<file path="src/rtl/wb_pipe_reg.sv">
// Multi-stage pipeline register with per-stage valid bit, stall hold and flush.
// Optional statistics counters are enabled with the WB_PIPE_REG_STATS_EN macro.
module wb_pipe_reg #(
    parameter int unsigned      WIDTH       = 18,
    parameter int unsigned      DEPTH       = 1,
    parameter logic [WIDTH-1:0] RESET_VALUE = '0
) (
    input  logic                       clk,
    input  logic                       reset,
    input  logic                       in_valid,
    input  logic [WIDTH-1:0]           in_data,
    input  logic                       stall,
    input  logic                       flush,
    output logic                       out_valid,
    output logic [WIDTH-1:0]           out_data,
    output logic [$clog2(DEPTH+1)-1:0] occupancy
`ifdef WB_PIPE_REG_STATS_EN
    ,
    output logic [15:0]                stall_cycles,
    output logic [15:0]                bubble_cycles
`endif
);

    localparam int unsigned OccW = $clog2(DEPTH + 1);

    logic [DEPTH-1:0] valid_d, valid_q;
    logic [WIDTH-1:0] data_d [DEPTH];
    logic [WIDTH-1:0] data_q [DEPTH];

    always_comb begin
        valid_d = valid_q;
        data_d  = data_q;
        if (flush) begin
            valid_d = '0;
            for (int unsigned i = 0; i < DEPTH; i++) begin
                data_d[i] = RESET_VALUE;
            end
        end else if (!stall) begin
            valid_d[0] = in_valid;
            // Bubbles enter as RESET_VALUE so no stale payload travels down the pipe.
            data_d[0]  = in_valid ? in_data : RESET_VALUE;
            for (int unsigned i = 1; i < DEPTH; i++) begin
                valid_d[i] = valid_q[i-1];
                data_d[i]  = data_q[i-1];
            end
        end
    end

    always_ff @(posedge clk) begin
        if (reset) begin
            valid_q <= '0;
            for (int unsigned i = 0; i < DEPTH; i++) begin
                data_q[i] <= RESET_VALUE;
            end
        end else begin
            valid_q <= valid_d;
            data_q  <= data_d;
        end
    end

    always_comb begin
        occupancy = '0;
        for (int unsigned i = 0; i < DEPTH; i++) begin
            occupancy = occupancy + OccW'(valid_q[i]);
        end
    end

    assign out_valid = valid_q[DEPTH-1];
    assign out_data  = data_q[DEPTH-1];

`ifdef WB_PIPE_REG_STATS_EN
    logic [15:0] stall_cnt_d, stall_cnt_q;
    logic [15:0] bubble_cnt_d, bubble_cnt_q;

    // Both counters saturate; flush intentionally leaves them untouched.
    always_comb begin
        stall_cnt_d  = stall_cnt_q;
        bubble_cnt_d = bubble_cnt_q;
        if (stall && !flush && (stall_cnt_q != 16'hFFFF)) begin
            stall_cnt_d = stall_cnt_q + 16'd1;
        end
        if (!valid_q[DEPTH-1] && !stall && (bubble_cnt_q != 16'hFFFF)) begin
            bubble_cnt_d = bubble_cnt_q + 16'd1;
        end
    end

    always_ff @(posedge clk) begin
        if (reset) begin
            stall_cnt_q  <= '0;
            bubble_cnt_q <= '0;
        end else begin
            stall_cnt_q  <= stall_cnt_d;
            bubble_cnt_q <= bubble_cnt_d;
        end
    end

    assign stall_cycles  = stall_cnt_q;
    assign bubble_cycles = bubble_cnt_q;
`endif

endmodule

</file>
<file path="config.mk">
export PLATFORM = sky130hd
export DESIGN_NAME = wb_pipe_reg
export DESIGN_NICKNAME = d
export VERILOG_FILES = /design/src/rtl/wb_pipe_reg.sv
export SDC_FILE = /design/constraint.sdc
export NUM_CORES = 1
export LEC_CHECK = 0
export CAP_MARGIN = 25
export CORE_ASPECT_RATIO = 0.8
export CORE_MARGIN = 2
export CORE_UTILIZATION = 35
export DETAILED_ROUTE_END_ITERATION = 10
export PLACE_DENSITY_LB_ADDON = 0.2
export REMOVE_ABC_BUFFERS = 1
export SLEW_MARGIN = 25
export SYNTH_ARGS = -nofsm -noshare
export SYNTH_HDL_FRONTEND = slang
export SYNTH_SLANG_ARGS = --single-unit
</file>
<file path="constraint.sdc">
create_clock -name clk -period 1 [get_ports clk]
set_input_delay 0.2 -clock clk [delete_from_list [all_inputs] [get_ports clk]]
set_output_delay 0.2 -clock clk [all_outputs]
set_load 0.05 [all_outputs]
</file>
==> flow_summary_export.csv, run 1 <==
group,metric,value,unit
outcome,outcome,"finished, violations left",
outcome,violations,"negative setup slack",
worst_setup_path,startpoint_type,"register",
synthesis,numSynthFlops,19,
worst_setup_path,worstPathCellList,"buf_12",
final_layout,area_growth,87.1,%
worst_setup_path,crit_family,"flip-flops",
sta,finalSetupViolations,13,
global_route,grt_max_degree,38,
worst_setup_path,max_stage_delay,400,ps
synthesis,asyncSetResetFlopFracSynth,0,%
drt,wl_per_cell,12.8,um
final_layout,final_nets,153,
sta,fmax,966,MHz
synthesis,postSynthSeqShare,47.1,%
sta,slew_violations,0,
sta,setup_tns,-124,ps
synthesis,top_cell_area_share,47.1,%
drt,drtIter0Drc,13,
clock_tree,numCtsBuffers,3,
final_layout,final_cell_mix,"clkdlybuf4s50_1 (22), buf_12 (22), nand2_1 (18), nand3b_1 (18), dfxtp_2 (18)",
drt,vias_per_cell,4.79,
sta,setup_ws,-35.0,ps
## run 1: cells by family after synthesis
kind of cell           Yosys count  synth area share [%]
AND/OR/NAND/NOR                 38                  26.4
multiplexers                     1                  1.24
AND-OR/OR-AND                   18                  15.3
flip-flops                      19                  47.1
buffers and inverters            9                  9.92
## run 1: power by group through the flow
| stage | logic [mW] | clock network (mW) | registers (mW) |
|---|---|---|---|
| 2_1_floorplan | 0.0553 | 0 | 0.857 |
| 4_1_cts | 0.334 | 0.414 | 0.791 |
| 3_5_place_dp | 0.331 | 0 | 0.807 |
| 6_report | 0.335 | 0.391 | 0.790 |
| 3_3_place_gp | 0.328 | 0 | 0.807 |
| 5_1_grt | 0.353 | 0.452 | 0.793 |
## run 1: worst paths after layout
| check | from | end | slack [ps] |
|---|---|---|---|
| worst max-delay path | out_valid$_SDFFE_PP0N_ | occupancy | -40 |
| worst min-delay path | in_data[2] | out_data[2]$_SDFFE_PP0N_ | 460 |
| worst max register to register | out_data[9]$_SDFFE_PP0N_ | out_data[9]$_SDFFE_PP0N_ | 300 |
| worst min register to register | out_data[15]$_SDFFE_PP0N_ | out_data[15]$_SDFFE_PP0N_ | 480 |
## run 1: registers in the layout, summed over array words and instances, names as in the netlist
name / cells
out_data: 18
out_valid: 1
## run 1: final cells by class
type	count	area [um2]	share of cell area (%)
timing repair buffer	49	698	46.2
sequential	19	407	26.9
multi-input combinational	57	347	22.9
tap	25	31.3	2.07
clock buffer	3	22.5	1.49
clock inverter	1	5.00	0.331
## run 1: routing by layer
metal / vias to the layer above / GRT usage, % / wire length, um
met2: 33 / 24.8 / 902
met4: 0 / 2.79 / 21
li1: 375 / - / -
met5: - / 0 / 0
met3: 2 / 7.99 / 206
met1: 328 / 19.2 / 846
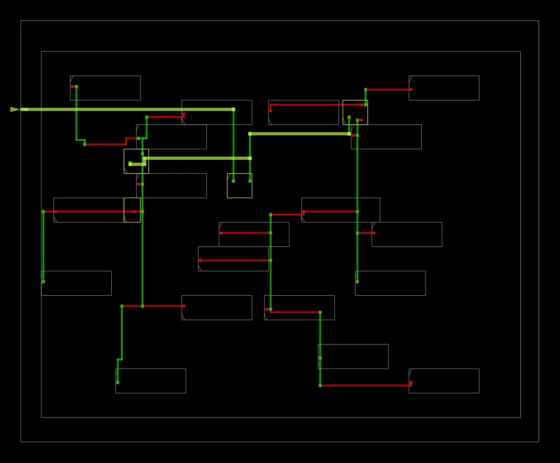
Figure 1: run 1, clock routing.
Clock Skews: 0 ps
Seq cells: 19
Worst-Skew Late Latency: 300 ps
clock sinks: 19

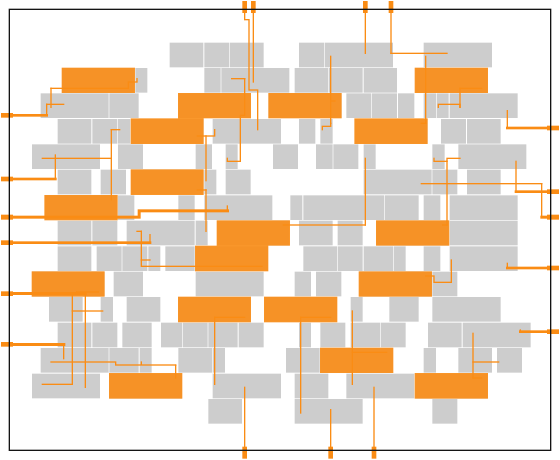
Figure 2: run 1, port wiring.
colour	port	direction	edge	end cells	wire
orange	out_data	output	6 west, 5 east, 4 north, 3 south	18	373 um
IO Count: 43
port bufs: 42

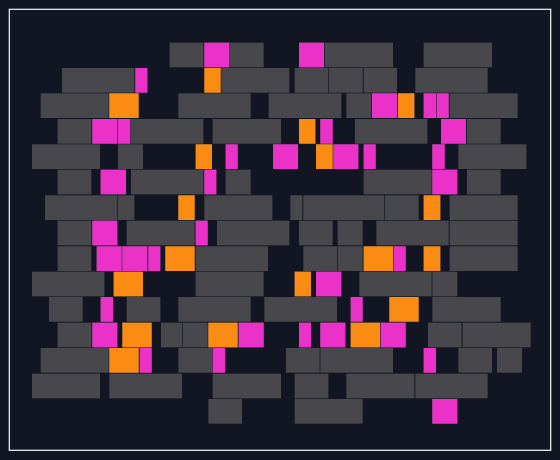
Figure 3: run 1, gate families picked out.
colour	family	cells
magenta	NAND gates	36
orange	inverting AOI/OAI gates	18

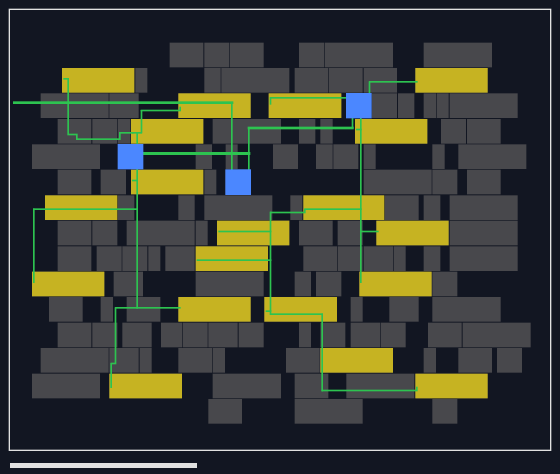
Figure 4: run 1, clock network drawn from the DEF.
Scale bar: 20 um.
[blue] cells driving clock nets | count: 3
[green] clock wires | length: 237 um
[yellow] flip-flops | count: 19
routed clock nets	4
power share of the clock group: 25.8%
Power Clock: 0.391 mW

==> run 1 -> run 2 <==
--- a/config.mk
+++ b/config.mk
@@ -8,7 +8,7 @@
 export CAP_MARGIN = 25
 export CORE_ASPECT_RATIO = 0.8
 export CORE_MARGIN = 2
-export CORE_UTILIZATION = 35
+export CORE_UTILIZATION = 38
 export DETAILED_ROUTE_END_ITERATION = 10
 export PLACE_DENSITY_LB_ADDON = 0.2
 export REMOVE_ABC_BUFFERS = 1
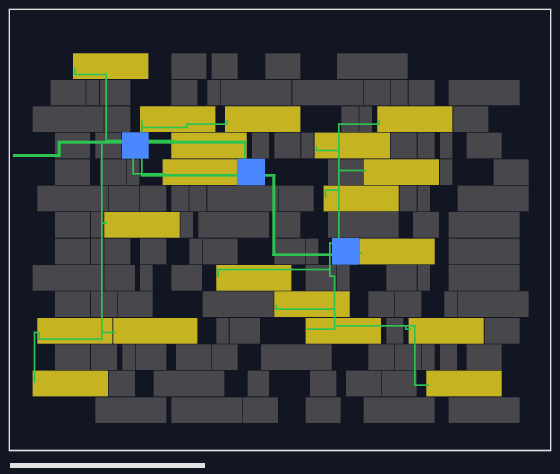
Figure 5: run 2, clock network drawn from the DEF.
Scale bar: 20 um.
Power Clock: 0.381 mW
power share of the clock group: 25.3%
Worst-Skew Late Latency: 290 ps

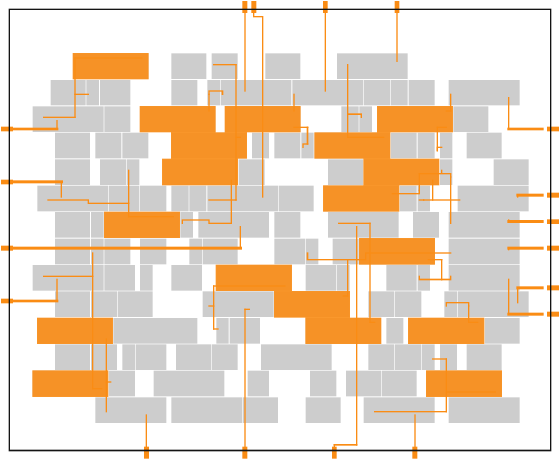
Figure 6: run 2, port wiring.
colour	port	direction	edge	end cells	wire
orange	out_data	output	6 east, 4 west, 4 south, 4 north	18	379 um

==> flow_summary_export.csv, run 2 <==
group,metric,value,unit
drt,wl_per_cell,12.6,um
drt,vias_per_cell,4.89,
synthesis,top_cell_area_share,47.1,%
power_and_ir_drop,power,1.50,mW
global_route,grt_max_degree,38,
floorplanning,n_tap_cell,24,
clock_tree,numCtsBuffers,3,
worst_setup_path,crit_family,"flip-flops",
floorplanning,io_pins,43,
final_layout,sh_comb_area,23.0,%
sta,setup_ws,-23.0,ps
final_layout,seq_cells,19,
final_layout,seqCellArea,407,um2
outcome,violations,"negative setup slack",
outcome,outcome,"finished, violations left",
final_layout,final_nets,153,
synthesis,asyncSetResetFlopFracSynth,0,%
final_layout,layout.nonclk_buf_share,46.3,%
final_layout,inv_count,0,
sta,slew_violations,0,
sta,setup_tns,-45.7,ps
final_layout,logic_area,347,um2
final_layout,clock_area_share,1.74,%
worst_setup_path,max_stage_delay,390,ps
final_layout,area_growth,86.8,%
final_layout,final_cell_mix,"clkdlybuf4s50_1 (22), buf_12 (22), nand2_1 (18), nand3b_1 (18), dfxtp_2 (18)",
worst_setup_path,startpoint_type,"register",
clock_tree,cts_sinks,19,
sta,finalSetupViolations,2,
worst_setup_path,cp_data_required_time,800,ps
sta,fmax,978,MHz
final_layout,largest_class,"buffers",
final_layout,diodes,0,
drt,drtIter0Drc,3,
synthesis,numSynthFlops,19,
final_layout,comb_cells,57,
==> run 2: cell counts after synthesis <==
No cell type changed its count.
==> run 2: worst paths after layout <==
| kind | endpoint | from | slack [ps] |
|---|---|---|---|
| max reg2reg | out_data[16]$_SDFFE_PP0N_ | out_data[16]$_SDFFE_PP0N_ | 290 |
| max | occupancy | out_valid$_SDFFE_PP0N_ | -20 |
| min reg2reg | out_data[15]$_SDFFE_PP0N_ | out_data[15]$_SDFFE_PP0N_ | 480 |
| min | out_data[17]$_SDFFE_PP0N_ | in_data[17] | 470 |
==> run 2: kinds of logic after synthesis <==
group                  after synthesis  synth area share (%)
DFF                                 19                  47.1
AOI/OAI and AO/OA                   18                  15.3
buffers and inverters                9                  9.92
and+or+nand+nor                     38                  26.4
muxes                                1                  1.24
==> run 2: routing by layer <==
layer  GRT usage (%)  routed length (um)
met5               0                   0
met4            2.93                   8
met3            6.59                 160
met2            31.0                 930
met1            19.2                 832
==> run 2: through the flow <==
stage / worst slack [ps] / area [um2] / instances
2_1_floorplan: -255 / 727 / 76
3_3_place_gp: -243 / 1430 / 146
3_5_place_dp: -269 / 1430 / 146
4_1_cts: -34.1 / 1500 / 152
5_1_grt: -58.4 / 1510 / 153
6_report: -23.0 / 1510 / 153
==> run 2: power by group through the flow <==
stage	clock [mW]	sequential, mW	combinational (mW)
6_report	0.381	0.790	0.334
5_1_grt	0.426	0.793	0.351
4_1_cts	0.394	0.791	0.335
3_5_place_dp	0	0.807	0.331
3_3_place_gp	0	0.807	0.324
2_1_floorplan	0	0.857	0.0553
==> run 2: timing repair <==
action | CTS | global route
buffers inserted | 2 | 1
endpoints found under the hold margin | 0 | 0
resized | 20 | 0
setup endpoints to repair | 20 | 20
hold buffers | 0 | 0
==> run 2 -> run 3 <==
--- a/config.mk
+++ b/config.mk
@@ -10,7 +10,7 @@
 export CORE_MARGIN = 2
 export CORE_UTILIZATION = 38
 export DETAILED_ROUTE_END_ITERATION = 10
-export PLACE_DENSITY_LB_ADDON = 0.2
+export PLACE_DENSITY = 0.8
 export REMOVE_ABC_BUFFERS = 1
 export SLEW_MARGIN = 25
 export SYNTH_ARGS = -nofsm -noshare
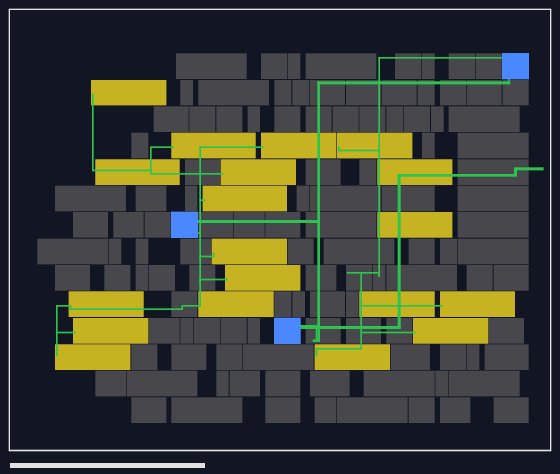
Figure 7: run 3, clock network drawn from the DEF.
Scale bar: 20 um.
[yellow] flip-flops | count: 19
[blue] cells driving clock nets | count: 3
[green] clock wires | length: 259 um
routed clock nets	4
Power Clock: 0.426 mW
power share of the clock group: 27.3%
Worst-Skew Late Latency: 320 ps

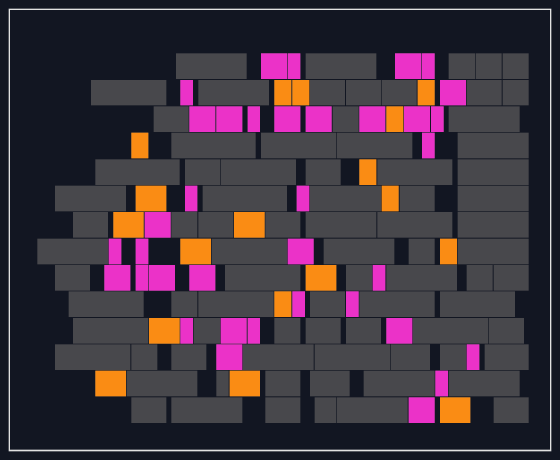
Figure 8: run 3, gate families picked out.
colour	family	cells
orange	inverting AOI/OAI gates	18
magenta	NAND gates	36

==> flow_summary_export.csv, run 3 <==
group,metric,value,unit
drt,drtIter0Drc,14,
worst_setup_path,rrSetupSlack,170,ps
synthesis,postSynthSeqShare,47.1,%
outcome,violations,"negative setup slack",
synthesis,asyncSetResetFlopFracSynth,0,%
final_layout,area_growth,93.2,%
worst_setup_path,cp_data_required_time,800,ps
power_and_ir_drop,power_leader,"sequential cells",
synthesis,yosys.area_share.simple,26.4,%
min_path,min_to,"out_data[5]$_SDFFE_PP0N_",
clock_tree,post_cts_resized,20,
placement,placed_area,0.00143,mm2
synthesis,mux_area_share,1.24,%
worst_setup_path,crit_family,"flip-flops",
synthesis,synthXorXnorAreaFrac,0,%
global_route,grt_max_degree,23,
clock_tree,cts_setup_buffers,4,
clock_tree,numCtsBuffers,3,
clock_tree,cts.hold.buffers_added,0,
placement,pre_cts_ws,-270,ps
worst_setup_path,worstPathCellList,"buf_12",
final_layout,final_cell_mix,"clkdlybuf4s50_1 (21), buf_12 (21), nand2_1 (18), nand3b_1 (18), dfxtp_2 (16)",
sta,finalSetupViolations,20,
synthesis,ys_sh_aoi,15.3,%
synthesis,synthAdderAreaFrac,0,%
power_and_ir_drop,p_seq,0.787,mW
final_layout,fin_area,0.00156,mm2
worst_setup_path,reg2reg_to,"out_data[9]$_SDFFE_PP0N_",
drt,wl_per_cell,15.7,um
sta,setup_ws,-60.1,ps
final_layout,diodes,0,
outcome,outcome,"finished, violations left",
run 3: cell count changes in the layout (fill, tap and decap cells not counted), moves of 2 or more:
| cell | delta |
|---|---|
| buf_4 | +5 |
| buf_6 | +2 |
| dfxtp_2 | -2 |
| dfxtp_4 | +2 |
run 3: metal layers:
| layer | track usage [%] | vias to the layer above | wire, um |
|---|---|---|---|
| met3 | 5.44 | 9 | 153 |
| met5 | 0 | - | 0 |
| li1 | - | 384 | - |
| met4 | 7.32 | 0 | 80 |
| met2 | 34.3 | 34 | 1200 |
| met1 | 22.3 | 379 | 1060 |
run 3: cells by family (layout without fill, tap and decap cells):
kind of cell / count (synthesis) / after routing
buffers and inverters: 9 / 59
AND/OR/NAND/NOR: 38 / 38
flip-flops: 19 / 19
multiplexers: 1 / 1
AND-OR/OR-AND: 18 / 18
run 3: worst max path at each step:
stage                                     to              startpoint  slack [ps]  depth (start not counted)
floorplan             out_valid$_SDFFE_PP0N_  out_valid$_SDFFE_PP0N_        -260                          2
global placement    out_data[9]$_SDFFE_PP0N_                   stall        -230                          4
detailed placement    out_valid$_SDFFE_PP0N_                   stall        -270                          4
CTS                                out_valid  out_valid$_SDFFE_PP0N_         -50                          1
global route                       out_valid  out_valid$_SDFFE_PP0N_         -90                          1
finish                             out_valid  out_valid$_SDFFE_PP0N_         -60                          1
run 3: metrics by stage:
stage,utilization [%],hold WS [ps],TNS (ps),std cells
finish,80.2,330,-674,159
detailed placement,73.4,485,-4440,147
global placement,73.4,477,-3950,147
floorplan,-,336,-504,76
CTS,77.9,456,-444,155
global route,80.2,343,-1240,159
run 3: layout make-up:
class | instances | area share [%]
sequential | 19 | 26.4
multi-input combinational | 57 | 22.2
clock buffer | 3 | 1.44
tap | 24 | 1.93
timing repair buffer | 55 | 47.5
clock inverter | 1 | 0.482

==> gallery <==
Signal wires by layer.
picture 1
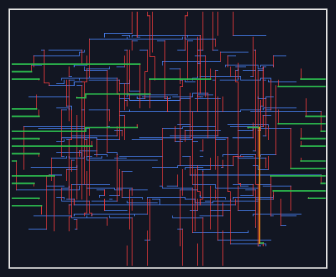
picture 2
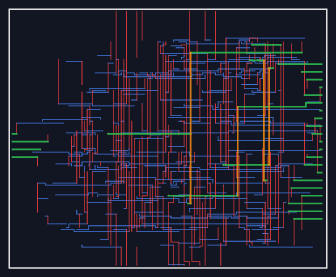
picture 3
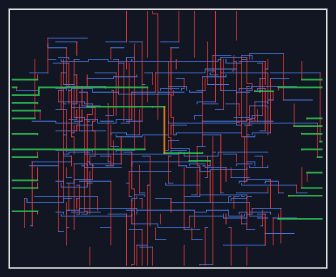
| picture | from |
|---|---|
| picture 1 | run 1 |
| picture 3 | run 2 |
| picture 2 | run 3 |

Key to picture 2:
colour	layer	wire length
blue	met1	1060 um
red	met2	1200 um
green	met3	153 um
orange	met4	80.2 um

No activity file was given, so power comes from the tool's default toggle rates.
